File: src/rtl/audio_capture_fifo.sv
// audio_capture_fifo
//   Buffers per-sample ADC captures from the CODEC audio driver in a FIFO and
//   presents them downstream on a first-word-fall-through valid/ready stream.
//   Also returns a DAC sample pair to the driver: a one-sample-delayed copy of
//   the ADC pair (loopback) or mid-scale silence.
//
// Configuration macro:
//   AUDIO_CAPTURE_MONO_MIX_EN  defined: stored sample = (adc_left + adc_right) >> 1
//                              undefined: stored sample = adc_left
//
// Ports:
//   CLOCK_50        in   system clock, rising edge
//   reset           in   synchronous active-high reset
//   advance         in   one-cycle sample strobe from the driver
//   adc_left/right  in   ADC samples, valid while advance=1
//   dac_left/right  out  DAC samples to the driver, change only on advance
//   loopback_en     in   1 = echo ADC to DAC, 0 = mid-scale silence
//   out_data        out  FIFO head sample (holds last value when empty)
//   out_valid       out  FIFO non-empty
//   out_ready       in   downstream accepts out_data
//   level           out  occupancy, 0..DEPTH
//   overflow_count  out  dropped-sample count, saturating
//   flush           in   synchronous clear of FIFO contents (counter kept)
module audio_capture_fifo #(
  parameter int unsigned WIDTH  = 24,
  parameter int unsigned DEPTH  = 16,
  parameter int unsigned ADDR_W = 4,
  parameter int unsigned OVF_W  = 16
) (
  input  logic              CLOCK_50,
  input  logic              reset,
  input  logic              advance,
  input  logic [WIDTH-1:0]  adc_left,
  input  logic [WIDTH-1:0]  adc_right,
  output logic [WIDTH-1:0]  dac_left,
  output logic [WIDTH-1:0]  dac_right,
  input  logic              loopback_en,
  output logic [WIDTH-1:0]  out_data,
  output logic              out_valid,
  input  logic              out_ready,
  output logic [ADDR_W:0]   level,
  output logic [OVF_W-1:0]  overflow_count,
  input  logic              flush
);

  localparam logic [ADDR_W:0]  LevelFull = (ADDR_W+1)'(DEPTH);
  localparam logic [WIDTH-1:0] MidScale  = {1'b1, {(WIDTH-1){1'b0}}};

  logic [WIDTH-1:0]  mem [DEPTH];
  logic [ADDR_W-1:0] wr_ptr_q, wr_ptr_d;
  logic [ADDR_W-1:0] rd_ptr_q, rd_ptr_d;
  logic [ADDR_W:0]   level_q, level_d;
  logic              valid_q, valid_d;
  logic [WIDTH-1:0]  data_q, data_d;
  logic [OVF_W-1:0]  ovf_q, ovf_d;
  logic [WIDTH-1:0]  dac_l_q, dac_l_d;
  logic [WIDTH-1:0]  dac_r_q, dac_r_d;

  logic [WIDTH-1:0]  sample;
  logic              pop, full, push, drop, wr_en;

`ifdef AUDIO_CAPTURE_MONO_MIX_EN
  // One extra bit keeps the sum exact; dropping the LSB halves it.
  logic [WIDTH:0] mix_sum;
  assign mix_sum = {1'b0, adc_left} + {1'b0, adc_right};
  assign sample  = mix_sum[WIDTH:1];
`else
  assign sample = adc_left;
`endif

  always_comb begin
    pop  = valid_q & out_ready;
    full = (level_q == LevelFull);
    // A pop frees the head slot this cycle, so a full FIFO still accepts.
    push = advance & (~full | pop);
    drop = advance & full & ~pop;

    wr_ptr_d = wr_ptr_q;
    rd_ptr_d = rd_ptr_q;
    level_d  = level_q;
    ovf_d    = ovf_q;
    data_d   = data_q;
    wr_en    = 1'b0;

    if (flush) begin
      wr_ptr_d = '0;
      rd_ptr_d = '0;
      level_d  = '0;
    end else begin
      wr_en = push;
      if (push) wr_ptr_d = wr_ptr_q + ADDR_W'(1);
      if (pop)  rd_ptr_d = rd_ptr_q + ADDR_W'(1);
      if (push && !pop)      level_d = level_q + (ADDR_W+1)'(1);
      else if (pop && !push) level_d = level_q - (ADDR_W+1)'(1);
      if (drop && (ovf_q != '1)) ovf_d = ovf_q + OVF_W'(1);
    end

    valid_d = (level_d != '0);
    // The new head is the incoming sample only when it lands at the next read
    // slot, i.e. the FIFO was empty (or held one entry being popped).
    if (valid_d) begin
      data_d = (push && (wr_ptr_q == rd_ptr_d)) ? sample : mem[rd_ptr_d];
    end

    dac_l_d = dac_l_q;
    dac_r_d = dac_r_q;
    if (advance) begin
      dac_l_d = loopback_en ? adc_left  : MidScale;
      dac_r_d = loopback_en ? adc_right : MidScale;
    end
  end

  always_ff @(posedge CLOCK_50) begin
    if (reset) begin
      wr_ptr_q <= '0;
      rd_ptr_q <= '0;
      level_q  <= '0;
      valid_q  <= 1'b0;
      data_q   <= '0;
      ovf_q    <= '0;
      dac_l_q  <= MidScale;
      dac_r_q  <= MidScale;
    end else begin
      wr_ptr_q <= wr_ptr_d;
      rd_ptr_q <= rd_ptr_d;
      level_q  <= level_d;
      valid_q  <= valid_d;
      data_q   <= data_d;
      ovf_q    <= ovf_d;
      dac_l_q  <= dac_l_d;
      dac_r_q  <= dac_r_d;
    end
  end

  // Storage needs no reset; entries are only read once written.
  always_ff @(posedge CLOCK_50) begin
    if (wr_en && !reset) mem[wr_ptr_q] <= sample;
  end

  assign dac_left       = dac_l_q;
  assign dac_right      = dac_r_q;
  assign out_data       = data_q;
  assign out_valid      = valid_q;
  assign level          = level_q;
  assign overflow_count = ovf_q;

endmodule

File: config.mk
export PLATFORM = sky130hd
export DESIGN_NAME = audio_capture_fifo
export DESIGN_NICKNAME = d
export VERILOG_FILES = /design/src/rtl/audio_capture_fifo.sv
export SDC_FILE = /design/constraint.sdc
export NUM_CORES = 1
export LEC_CHECK = 0
export CORE_MARGIN = 1
export CORE_UTILIZATION = 55
export DETAILED_ROUTE_END_ITERATION = 7
export PLACE_DENSITY_LB_ADDON = 0.15
export SKIP_CTS_REPAIR_TIMING = 1
export SYNTH_ARGS = -nofsm -noshare
export SYNTH_HDL_FRONTEND = slang
export SYNTH_SLANG_ARGS = --single-unit
File: constraint.sdc
create_clock -name CLOCK_50 -period 4.3 [get_ports CLOCK_50]
set_clock_uncertainty 0.15 [all_clocks]
set_input_delay 0.86 -clock CLOCK_50 [delete_from_list [all_inputs] [get_ports CLOCK_50]]
set_output_delay 0.86 -clock CLOCK_50 [all_outputs]
set_load 0.03 [all_outputs]
==> job_summary.md <==
## Synthesis and layout report

| Metric | Value |
|---|---|
| Pre-Repair DR Iteration Count | `6` |
| H-tree depth | `2` |
| Area of the mapped netlist | `a little under 20000 µm²` |
| Wire per inst | `approximately 25 µm` |
| Critical path destination | `out_data[3]$_SDFFE_PP0P_` |
| WHS Path Cells | `2` |
| Clk latency late pin | `~0.56 ns` |
| Core ar. | `about 34000 µm²` |
| Critical Path RT | `about 4.6 ns` |
| Worst-Margin Slew | `between 0.8 and 0.9 ns` |
| Die Wd | `between 150 and 200 µm` |
| VDD IR-drop max | `about 0.46 mV` |
| Repair and plain buffers | `197` |
| Vias in the first global route | `about 11000` |
| Final design utilization | `about two thirds` |
| Cell variety after synth | `slightly above 60` |
| Critical path class | `primary input to flip-flop` |
| Worst path arrival time | `3.81 ns` |
| DRT iter0 DRCs | `approximately 800` |
| Global Route Usage Sum | `between 20% and 30%` |
| Share of cells above drive strength 1 | `between 10% and 20%` |
| Post-route cell area | `~23000 µm²` |
| Flops after synth | `about 500` |
| Register Area | `13600 µm²` |
| Final tally of setup violations | `0` |
| Synth top area share | `59.9%` |
| Syn Nets | `around 1200` |
| Synth Flop Type | `edfxtp_1` |
| Worst Reg-to-Reg Cells | `9` |
| Tool Warnings | `30` |
| Largest net degree at the start of global routing | `about 52` |
| Comb area | `around 5300 µm²` |
| Placed Instance Area | `approximately 21000 µm²` |
| Comb area share | `23.1%` |
| HPWL after DPL | `roughly 25000 µm` |
| Power Dens Cells | `approximately 430 nW/µm²` |
| Inverter count | `6` |
| Area of the chip | `35700 µm²` |
| # clock sinks | `approximately 490` |
| Multi-Input Combinational | `576` |
| Number of well taps | `between 400 and 500` |
| Num ports | `approximately 150` |
| CP Launch Point | `out_ready` |
| Outcome | `completed` |
| Fillers | `2354` |
| Slew headroom | `41.8%` |
| Aoi share | `between 7 and 8%` |
| Crit-path cells | `clkdlybuf4s50_1, nand2_2, a41oi_1, mux2i_1, nand4_2, or2_1, buf_12, a311oi_1` |
| RD Place Congestion | `about 0.76` |
| Dpl ws | `between 0.2 and 0.3 ns` |
| Yosys Chip Area | `19200 µm²` |
| Top cell excl fill/tap | `edfxtp_1` |
| Min Hold Slack | `approximately 0.34 ns` |
| Final Cycle Share | `roughly four fifths` |
| Adder Area Share | `less than 1%` |
| Main logic family | `multiplexers` |
| Max stage delay cell, worst path | `clkdlybuf4s50_1` |
| Hold Path Sink | `dac_left[23]$_SDFFE_PP1P_` |
| RSZ-0062 raised after global routing | `false` |
| Clock transition at path regs | `~0.06 ns` |
| Top cell category | `sequential cells` |
| CTS tree | `yes` |
| Max Clock Freq | `around 0.29 GHz` |
| Max cap viols | `0` |
-- power breakdown --
part | switching [W] | internal [W] | total, W
logic | 0.000420 | 0.000298 | 0.000717
registers | 0.0000437 | 0.00513 | 0.00517
clock network | 0.00169 | 0.00231 | 0.00400
-- registers in the layout, summed over array words and instances (netlist names) --
name            cells
overflow_count     16
mem               384
out_data           24
out_valid           1
level               5
rd_ptr_q            4
dac_left           24
dac_right          24
wr_ptr_q            4
-- per-layer routing --
layer | track usage, % | vias up | share of wire [%]
met4 | 6.58 | 0 | 2.1
met5 | 0 | - | 0
met2 | 43.8 | 357 | 51
met1 | 34.0 | 5631 | 41
li1 | - | 4845 | -
met3 | 4.19 | 71 | 6.1
-- worst min-delay path: stages (launching register included) --
cell and delay (ns):
dfxtp_1 0.33, o22ai_1 0.08, nand2b_1 0.06
The metal 1 layer:
The bar under the picture is 50 µm long. Supply wires on this layer in grey.
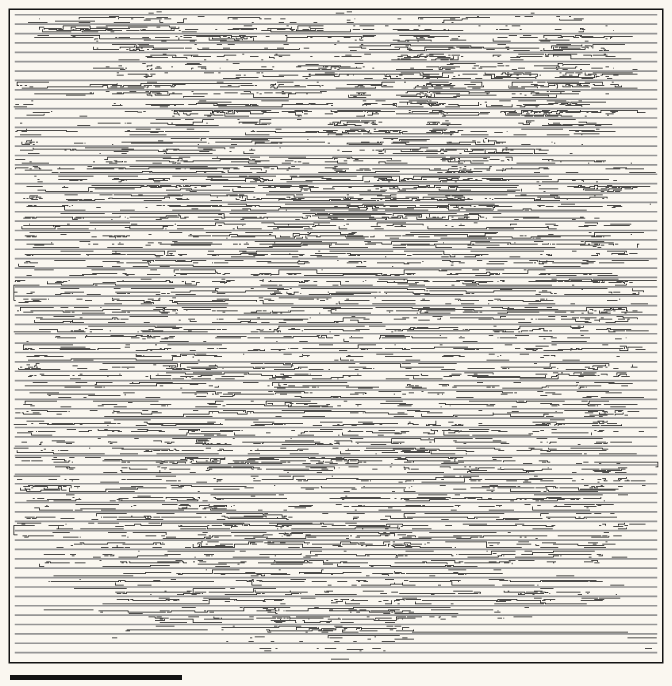
wire length on this layer: 18000 µm
share of all routed wire: 41%
main direction: horizontal
nets with wire on the layer: 1288
longest straight run: 62.6 µm

M2 wires:
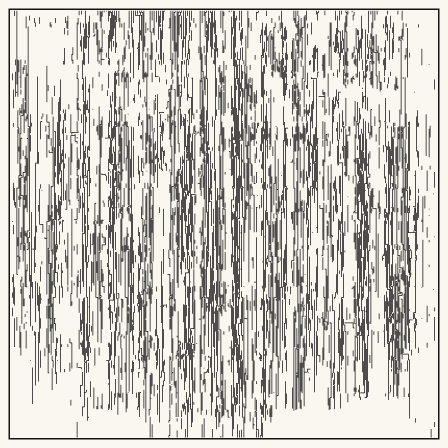
wire length on this layer: 22.7 mm
nets with wire on the layer: 1193
share of all routed wire: 51%
longest straight run: 125 µm
main direction: vertical
overall routed net length: 44400 µm
met2 Track Usage GR: 43.8%
Vias: 10904

The metal 3 layer:
The bar under the picture is 50 µm long.
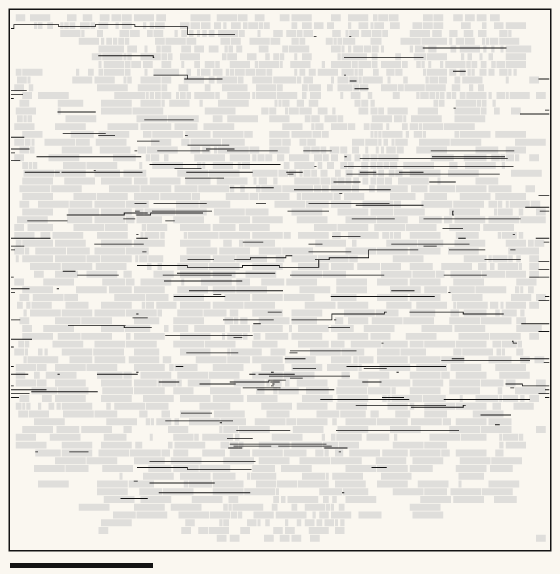
nets with wire on the layer: 114
share of all routed wire: 6.1%
wire length on this layer: 2690 µm
longest straight run: 59.1 µm
GR Util met3: 4.19%

Power and IR drop assume default switching activity.
